**Run 1: met1 routing**

Drawn at 4 px/micron. Supply wires on this layer in grey. Cells faint in the background.
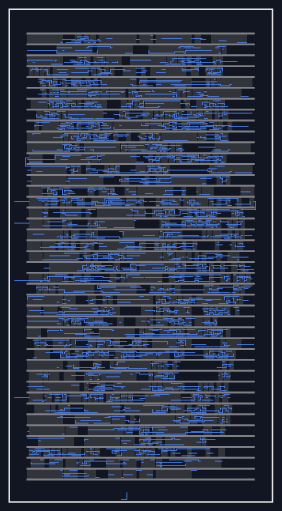
**Run 1: metal 2**

Drawn at 4 px/micron.
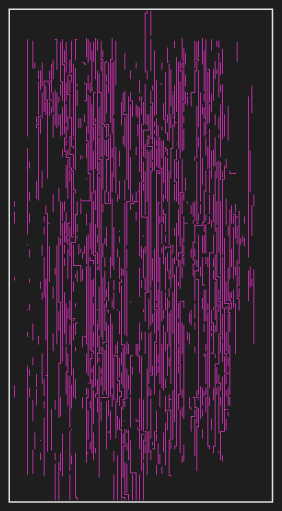
**Run 1: met3 routing**

Drawn at 6 px/micron. Cells faint in the background.
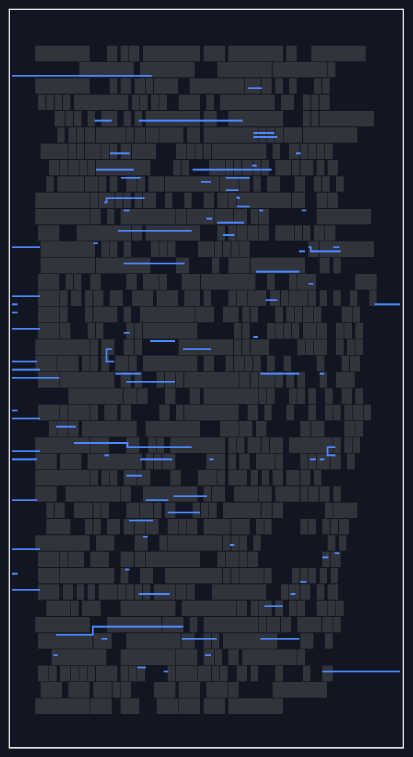
==> config.mk <==
export PLATFORM = sky130hd
export DESIGN_NAME = uart_tx_cfg
export DESIGN_NICKNAME = d
export VERILOG_FILES = /design/src/rtl/uart_tx_cfg.sv
export SDC_FILE = /design/constraint.sdc
export NUM_CORES = 1
export LEC_CHECK = 0
export ABC_AREA = 1
export CAP_MARGIN = 10
export CORE_ASPECT_RATIO = 2
export CORE_MARGIN = 4
export CORE_UTILIZATION = 60
export DETAILED_ROUTE_END_ITERATION = 10
export PLACE_DENSITY = 0.82
export SLEW_MARGIN = 5
export SYNTH_ARGS = -nofsm -noshare
export SYNTH_HDL_FRONTEND = slang
export SYNTH_SLANG_ARGS = --single-unit
==> constraint.sdc <==
create_clock -name i_clk -period 4.3 [get_ports i_clk]
set_input_delay 0.86 -clock i_clk [delete_from_list [all_inputs] [get_ports i_clk]]
set_output_delay 0.86 -clock i_clk [all_outputs]
set_load 0.01 [all_outputs]
==> impl.org <==
* Implementation run

** Placed design
- Including well taps, the total number of placed cells is 653.
- Number of port buffers :: 33
- Post-Place Cell Area :: 4338 sq um
- Half-perimeter wire length of the detailed placement result :: 8000 microns

** Synthesis
- Netlist area before placement :: 3956 sq um
- Of the total synthesized cell area, the portion taken by AND, OR, NAND and NOR gates is 38.05%.
- Area share of fa/ha/maj cells after synthesis :: 1.265%
- Per the synthesis report, the AND-OR/OR-AND share of the synthesized area is 7.179%.
- The warning tally printed by Yosys for this design is 0.
- Synthesis inferred 62 register bits.
- Summing the sequential cell areas from Yosys gives 39.28% of the chip area.
- The average instance in the mapped netlist occupies 7.299 sq um.
- The stat command in Yosys gives a chip area of 3956 sq um.
- Count of unique library cells instantiated by Yosys :: 41
- For reference, the mux area share after synthesis is 0.5693%.
- Xor and xnor fraction of the mapped netlist area :: 5.534%
- Count of instantiated cells in the yosys netlist :: 542

** Floorplanning
- The floorplan has 41 rows.
- Initial standard-cell utilization of the core :: 62.20%
- Number of top-level pins :: 34
- Die boundary height :: 122.8 microns
- The total area inside the core boundary comes to 6361 sq um.
- Total die size :: 8036 sq um
- Die Width :: 65.42 microns

** Critical path
- In this design, the stage delay of the slowest critical-path cell is 0.56 ns.
- Data arrives at the worst endpoint at 3.27 ns.
- Top cell family by delay on the critical path :: simple AND/OR/NAND/NOR gates
- The slowest stage of the critical path is the dfstp_2 cell.
- Slack of the worst reg-to-reg path :: 1.25 ns
- For reference, the critical path cell chain is inv_2, ha_1, nand2_1, nor2_4, nand2_1, nand2_1, nand2_1, nand2_1, a21oi_1, nand3_1, nor2_4, nand3_2, nand2_4, nand2_1, nand2_1, nand2_1.
- For the worst setup path, the data required time is 4.52 ns.
- The STA report counts the stages on the worst setup path as 16.
- Reg2Reg Depth :: 16
- The timing report notes that buffer and inverter cells on the critical path total 1.
- STA classifies the critical path startpoint as a flop.
- Critical Path Sink Type :: flop

** STA
- Final-report max-slew violation count :: 0
- F_max :: 328.1 MHz
- Final worst clock skew :: 0.004938 ns
- Total negative slack :: 0 ns
- Setup repair after global routing missed its margin :: no
- Final setup fails :: 0
- Normalized max-slew margin :: 36.30%
- Tmin final :: 3.048 ns

** Clocking
- In this run the number of H-tree levels came out at 3.
- Num CTS Buffers :: 9
- Root Buffer :: clkbuf_16
- For this design, the CTS-stage hold fixing added 0 buffers.
- In this run, post-CTS repair resized a total of 0 instances.
- After clock tree synthesis, the clock-pin slew on the worst setup and hold paths is 0.05 ns.
- At the later pin of the worst-skew pair, clock insertion delay measures 0.33 ns.

** Layout
- The net count of the finished layout is 612.
- Finished Core Util :: 72.42%
- Fill count :: 544
- Post-Layout Inst Area :: 4607 sq um
- For this run, the script counts the antenna cells in the layout as 0.
- Leaving out fill and tap cells, the most frequent cell in the layout is nand2_1.
- The area taken by sequential standard cells is reported as 1554 sq um.
- Post-Layout Cell Count :: 669
- Between the synthesized netlist and the finished layout, the area growth was recorded as 16.45%.

** Drt
- Per the log, the first TritonRoute iteration ended with a DRC count of 245.
- For this run, the detailed router reports a per-instance via density of 5.555.
- After detailed routing, the met2 layer carries 5579 microns of wire.
- Drc violations :: 0
- In the per-layer breakdown of the detailed-route log, met1 shows 3540 microns.
- Post-route antenna net violation count :: 0
- Per the detail_route log, met3 wirelength is 342 microns.
- Final routed wire length divided by cell count :: 15.45 microns
- Number of optimization iterations in the first detailed-route pass :: 6
- Uppermost metal layer occupied by signal nets :: met4

** Power and ir drop
- Max IR drop VDD :: 0.0004959 V
- In this run the static leakage power is 2.233 nW.

** Global route
- Global routing used 28.79% of the available tracks.
- The number of global-route vias before repair came to 3,911.
- Maximum number of pins on one net before global-route repair :: 45
- Global-route wire length before repair :: 17,280 microns
- The initial antenna violation count came to 0.
- Total overflow reported by the global router :: 0

** Job
- Number of violations of the max-capacitance limit :: 0
- The tool warning count for the run is 27.

** Min path
- Note that the worst hold path type here is flop to flop.
- Number of cells traversed by the worst hold path :: 2

** Status
- Run status :: completed
Back to the opening pictures, 'met1 routing':
main direction = horizontal
share of all routed wire = 34%
met1 track utilization from global routing: 27.29%
total via count in the routed design: 3,716
total wire length: 10,340 microns

Back to the opening pictures, 'metal 2':
nets with wire on the layer = 503
share of all routed wire = 54%
longest straight run = 59.5 microns
met2 Resource Use GR: 51.94%

Back to the opening pictures, 'met3 routing':
share of all routed wire = 3.3%
nets with wire on the layer = 56
main direction = horizontal
longest straight run = 23.0 microns
wire length on this layer = 343 microns
met3 Usage GRT: 4.579%

## run 1: through the flow
stage,worst slack [ns],hold slack [ns],total power [mW]
final,1.252,0.5170,3.384
after global routing,0.9758,0.5521,3.662
after global placement,1.374,0.4971,2.660
after CTS,1.282,0.5194,3.383
after floorplan,2.113,0.4661,2.300
after detailed placement,1.276,0.5132,2.706
## run 1: synth_stat cells, drive strengths merged
master | number | share of area [%]
o311ai | 1 | 0.22
clkinv | 1 | 0.095
xor2 | 10 | 2.2
inv | 69 | 6.5
o21bai | 1 | 0.19
nand3 | 52 | 7.3
dfrtp | 60 | 38
buf | 6 | 1.2
nor3b | 1 | 0.19
or2 | 3 | 0.47
dfstp | 2 | 1.3
nor2 | 63 | 8.2
o31ai | 2 | 0.38
and2 | 1 | 0.16
clkbuf | 3 | 0.28
nand4 | 20 | 3.2
nor4 | 6 | 0.95
xnor2 | 15 | 3.3
o21ai | 29 | 3.7
o211ai | 1 | 0.19
mux2 | 2 | 0.57
nor3 | 7 | 0.89
a21oi | 15 | 1.9
a211oi | 2 | 0.38
nand3b | 4 | 0.76
nand2 | 160 | 16
and3 | 1 | 0.16
ha | 4 | 1.3
a41o | 1 | 0.25
## run 1: cell type report
cell class,count,share of cell area [%]
Sequential cell,62,33.73
Tap cell,86,2.336
Inverter,70,5.703
Multi-Input combinational cell,401,45.17
Clock buffer,12,5.350
Timing Repair Buffer,34,7.224
Clock inverter,4,0.4889
## run 1: where the power goes
group	switching, mW	internal, mW	leakage [nW]	total (mW)
logic	1.08	0.592	1.34	1.67
registers	0.244	0.819	0.765	1.06
clock network	0.251	0.402	0.132	0.653
total	1.57	1.81	2.23	3.38
No activity file was given, so power comes from the tool's default toggle rates.
